Design algo_sequencer, sky130hd; sources not shown.
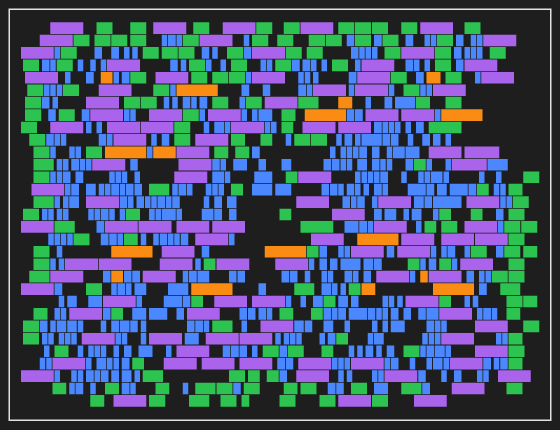
Figure 1: run 1, placement by cell class.
legend:
  flip-flops:
    color: purple
    cells: 109
    share_of_their_area: 34%
  all other logic:
    color: blue
    cells: 495
    share_of_their_area: 36%
  other buffers and delay cells:
    color: green
    cells: 165
    share_of_their_area: 25%
  clock drivers and dummy loads:
    color: orange
    cells: 16
    share_of_their_area: 4.5%
row count: 31
Post-Layout Inst Area: 0.006564 mm²
core area: 0.009580 mm²
flop share of the area: 33.28%

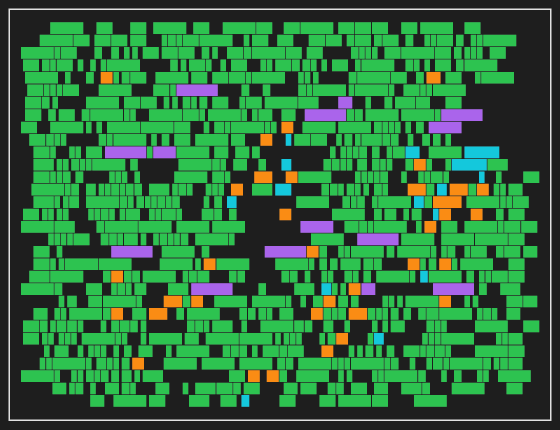
Figure 2: run 1, drive-strength map.
legend:
  drive 2:
    color: cyan
    cells: 15
    share: 1.9%
  drive 1 or less:
    color: green
    cells: 721
    share: 92%
    most_used: nor2_1
  drive 3 to 4:
    color: orange
    cells: 35
    share: 4.5%
    most_used: buf_4
  drive 6 and up:
    color: purple
    cells: 14
    share: 1.8%
    most_used: clkbuf_16
Plain + repair buffers: 165
post-route worst setup slack: 0.04662 ns
Layout area overhead: 42.83%

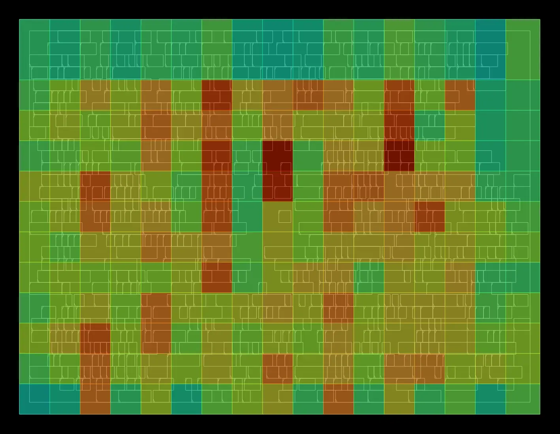
Figure 3: run 1, routing congestion.
met2 Use GR: 37.62%
gr busiest metal: met2
final core utilization: 68.51%

==> results.cfg, run 1 <==
; implementation run metrics
[status]
status = finished clean

[grt]
grt_max_degree = 61
met1_usage_pct = 28.05
grt_pass1_vias = 4194
grt.overflow.total = 0
met3_usage_pct = 6.250
antenna_found_initial = 0
grt_pass1_wl_um = 19130
track_usage_pct = 22.14

[cts]
post_cts_buffers = 0
clkSlewWorstSetupHoldPaths_ns = 0.07
clock_tree.root_cell = clkbuf_16
cts_tree = yes
htreeDepth = 3
cts_hold_buf = 0
clkSinkCount = 109
clk_latency_ns = 0.34
clockBufferDepth = 2
cts_buffers = 9

[synth]
ys_async_sr_fraction_pct = 0
mux_share_pct = 0
yosys.area_share.aoi_pct = 13.59
yosysWarningCount = 0
top_area_share_pct = 47.48
synthAdderAreaFrac_pct = 1.634
xor_area_share_pct = 1.715
synth_stat.cells = 626
postSynthCellCount = 626
top_cell = nor2_1
syn_area_mm2 = 0.004596
common_cells = nor2_1 (130), dfxtp_1 (109), nand2_1 (92), o21ai_0 (56), inv_1 (55)
flop_cell = dfxtp_1
edf_count = 0
ys_area_mm2 = 0.004596
ys.flops = 109
yosysSeqAreaShare_pct = 47.48
logic_family = simple AND/OR/NAND/NOR gates
postSynthAreaPerCell_um2 = 7.341
top_area_cell = dfxtp_1
syn-num-nets = 670
synth.cellmix.simpleShare_pct = 28.78
yosysUniqueCellTypes = 31
synthTopCellsByArea = dfxtp_1 (47%), nor2_1 (11%), nand2_1 (7.5%), o21ai_0 (6.1%), a21oi_1 (4.9%)

[sta]
rsz0062_at_grt = false
slew_violations = 0
finalSetupViolCount = 0
worst_slew_pin_slew_ns = 0.5415
setup_tns_ns = 0
slew_headroom_pct = 63.90
fin_crit_sh_pct = 97.67
holdWs_ns = 0.3605
timing.fmax_mhz = 511.9
hold_violations = 0
min_period_ns = 1.953

[floorplan]
die_h_um = 89.64
fp-utilization_pct = 47.97
die_w_um = 118.2
pin_count = 139
die_area_mm2 = 0.01059

[final_layout]
num_antenna_cells = 0
nets = 824
lay_top_count = nor2_1
n_fill_cell = 827
largest_reg_flops = 32
seq_area_mm2 = 0.002185
stdcell_count = 917
drive_above_1_share_pct = 8.153
final_cell_mix = nor2_1 (130), dfxtp_1 (107), clkdlybuf4s50_1 (103), nand2_1 (92), o21ai_0 (56)
combGateArea_mm2 = 0.002101

[worst_setup_path]
cp_slowest_cell = clkdlybuf4s50_1
arrival_ns = 1.35
crit_cells = 1
end_kind = output pin
critical_path.n_buffers_inverters = 1
crit_chain = clkdlybuf4s50_1
startpoint_type = flop
slowest_delay_ns = 0.64
critical_path_required_ns = 1.40
path_max_fanout = 4
r2r_slack_ns = 0.37
critPathTopFamily = buffers and inverters
rr_worst_depth = 7
crit_type = reg -> out

[routing]
firstDrtPassIters = 4
wl_met2_um = 5518
totalWireLength_um = 11790
drc = 0
drt-initial-drc-count = 237
viasPerCell = 4.943
num_vias = 4533
highest_layer = met4
drtAntennaViolNets = 0
wl_per_cell_um = 12.86
wl_met3_um = 682
wl_met1_um = 5450

[placement]
dpl-instance-area_mm2 = 0.006270
pre_cts_ws_ns = -0.1533
dp_hpwl_um = 8737
place_inst = 901
numPortBuffers = 138
gp_congestion = 0.8613

[job]
drv_cap = 0
warnings = 27

[power]
power_leakage_nw = 2.864
pwr_density_cell_mw_per_mm2 = 1023
power_mw = 6.715
irDropWorstVdd_mv = 0.5702

[min_path]
min_path_cells = 2
holdCritPathClass = reg -> reg
-- run 1: where the power goes --
part | switching (mW) | internal (mW) | leakage, nW
Combinational | 1.34 | 0.964 | 1.84
Clock | 0.827 | 0.889 | 0.135
Sequential | 0.210 | 2.49 | 0.888
Total | 2.38 | 4.34 | 2.86
-- run 1: repair_timing --
| action | 4_1_cts | 5_1_grt |
|---|---|---|
| gates cloned | 0 | 0 |
| resized | 23 | 13 |
| endpoints found under the hold margin | 0 | 0 |
| setup endpoints to repair | 21 | 13 |
-- run 1: cell type report --
| cell class | instances | share of cell area [%] |
|---|---|---|
| flip-flops and latches | 109 | 33.28 |
| multi-input cells | 437 | 32.01 |
| repair buffers | 165 | 24.53 |
| clock buffers | 10 | 3.641 |
| inverters | 58 | 3.317 |
| well taps | 132 | 2.516 |
| clock inverters | 6 | 0.7053 |
## Run 2: what changed since run 1
--- a/config.mk
+++ b/config.mk
@@ -10,6 +10,7 @@
 export CORE_ASPECT_RATIO = 0.75
 export CORE_MARGIN = 2
 export CORE_UTILIZATION = 47
+export CTS_CLUSTER_SIZE = 8
 export DETAILED_ROUTE_END_ITERATION = 6
 export PLACE_DENSITY_LB_ADDON = 0.1
 export SLEW_MARGIN = 20
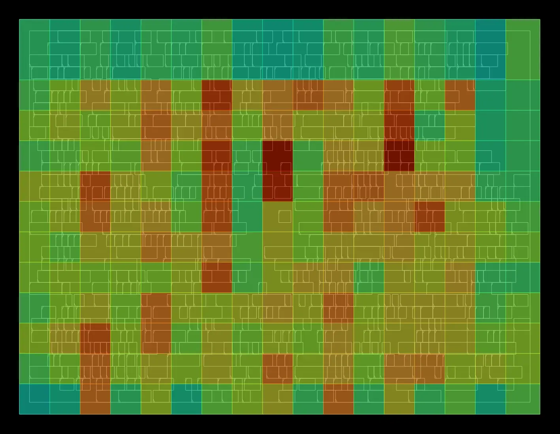
Figure 4: run 2, routing congestion.
grt met1 use: 28.05%
WL per Instance: 12.86 µm

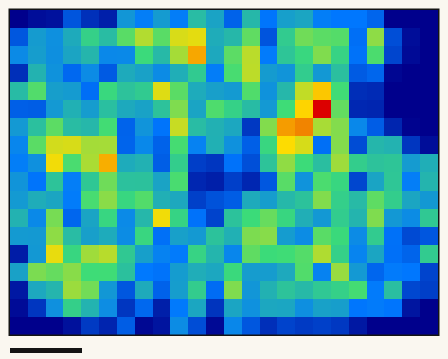
Figure 5: run 2, wiring heat map.
Bar = 20 µm. The die is cut into 24 by 18 equal tiles; dark blue is low, red is high, scaled to the fullest tile. Values are wire area over tile area, all layers added.
mean over tiles: 0.18
nearly empty tiles: 6.2%
fullest tile: 0.51
Vias: 4533
final wirelength: 11790 µm

==> results.cfg, run 2 <==
; implementation run metrics
[floorplan]
fp-utilization_pct = 47.97
row_count = 31
pin_count = 139
die_h_um = 89.64
die_w_um = 118.2
die_area_mm2 = 0.01059
core_area_mm2 = 0.009580

[power]
power_leakage_nw = 2.864
pwr_density_cell_mw_per_mm2 = 1023
p_comb_share_pct = 34.3
p_seq_share_pct = 40.2
switching_share_pct = 35.38
power_leader = sequential cells
power_mw = 6.715
p_switching_mw = 2.375
p_clk_share_pct = 25.5
intPower_mw = 4.339
irDropWorstVdd_mv = 0.5702
seq_cell_power_mw = 2.70
powerClk_mw = 1.72
p_comb_mw = 2.30

[placement]
gp_congestion = 0.8613
dpl-instance-area_mm2 = 0.006270
dp_hpwl_um = 8737
numPortBuffers = 138
pre_cts_ws_ns = -0.1533
place_inst = 901

[final_layout]
largest_reg_flops = 32
drive_above_1_share_pct = 8.153
area_growth_pct = 42.83
num_antenna_cells = 0
lay_top_count = nor2_1
nets = 824
final_cell_mix = nor2_1 (130), dfxtp_1 (107), clkdlybuf4s50_1 (103), nand2_1 (92), o21ai_0 (56)
postLayoutCoreUtil_pct = 68.51
postLayoutCellArea_mm2 = 0.006564
stdcell_count = 917

[synth]
mux_share_pct = 0
edf_count = 0
xor_area_share_pct = 1.715
ys_async_sr_fraction_pct = 0
synth.cellmix.simpleShare_pct = 28.78
yosysWarningCount = 0
ys_area_mm2 = 0.004596
syn_area_mm2 = 0.004596
postSynthCellCount = 626
synthAdderAreaFrac_pct = 1.634
yosysUniqueCellTypes = 31
flop_cell = dfxtp_1
syn-num-nets = 670
synthTopCellsByArea = dfxtp_1 (47%), nor2_1 (11%), nand2_1 (7.5%), o21ai_0 (6.1%), a21oi_1 (4.9%)
common_cells = nor2_1 (130), dfxtp_1 (109), nand2_1 (92), o21ai_0 (56), inv_1 (55)
top_area_cell = dfxtp_1
top_area_share_pct = 47.48
top_cell = nor2_1
postSynthAreaPerCell_um2 = 7.341
logic_family = simple AND/OR/NAND/NOR gates
synth_stat.cells = 626
ys.flops = 109
yosys.area_share.aoi_pct = 13.59
yosysSeqAreaShare_pct = 47.48

[sta]
worst_slack_ns = 0.04662
fin_crit_sh_pct = 97.67
hold_violations = 0
slew_headroom_pct = 63.90
setup_tns_ns = 0
rsz0062_at_grt = false
slew_violations = 0
worst_slew_pin_slew_ns = 0.5415
timing.fmax_mhz = 511.9
finalSetupViolCount = 0
holdWs_ns = 0.3605
min_period_ns = 1.953

[routing]
firstDrtPassIters = 4
wl_met3_um = 682
wl_met1_um = 5450
highest_layer = met4
wl_met2_um = 5518
viasPerCell = 4.943
drt-initial-drc-count = 237
drtAntennaViolNets = 0
drc = 0

[cts]
clkSinkCount = 109
cts_buffers = 9
cts_tree = yes
post_cts_buffers = 0
htreeDepth = 3
clockBufferDepth = 2
clkSlewWorstSetupHoldPaths_ns = 0.07
clk_latency_ns = 0.34
clock_tree.root_cell = clkbuf_16

[grt]
grt_pass1_wl_um = 19130
grt_max_degree = 61
antenna_found_initial = 0
track_usage_pct = 22.14
grt.overflow.total = 0
grt_pass1_vias = 4194

[worst_setup_path]
r2r_slack_ns = 0.37
crit_chain = clkdlybuf4s50_1
crit_cells = 1
critical_path.n_buffers_inverters = 1
crit_type = reg -> out
startpoint_type = flop
cp_slowest_cell = clkdlybuf4s50_1
end_kind = output pin
rr_worst_depth = 7
critPathTopFamily = buffers and inverters
slowest_delay_ns = 0.64
critical_path_required_ns = 1.40
path_max_fanout = 4
arrival_ns = 1.35

[job]
warnings = 27
drv_cap = 0

[min_path]
holdCritPathClass = reg -> reg
min_path_cells = 2

[status]
status = finished clean
## run 2: cell counts after synthesis
Identical to the previous run, type by type.
## run 2: repair_timing
action | in CTS | in global routing
endpoints found under the hold margin | 0 | 0
gates resized | 23 | 13
hold buffers | 0 | 0
setup endpoints to repair | 21 | 13
## run 2: final cells by class
type	count	area [µm²]
timing repair buffer	165	1610
multi-input combinational	437	2101
fill	827	3017
clock inverter	6	46.29
tap	132	165.2
sequential	109	2185
clock buffer	10	239.0
inverter	58	217.7
## run 2: per-layer routing
| layer | track usage, % | vias up |
|---|---|---|
| met5 | 0 | - |
| met2 | 37.62 | 103 |
| li1 | - | 2339 |
| met3 | 6.250 | 10 |
| met1 | 28.05 | 2081 |
| met4 | 6.353 | 0 |
Power and IR drop assume default switching activity.
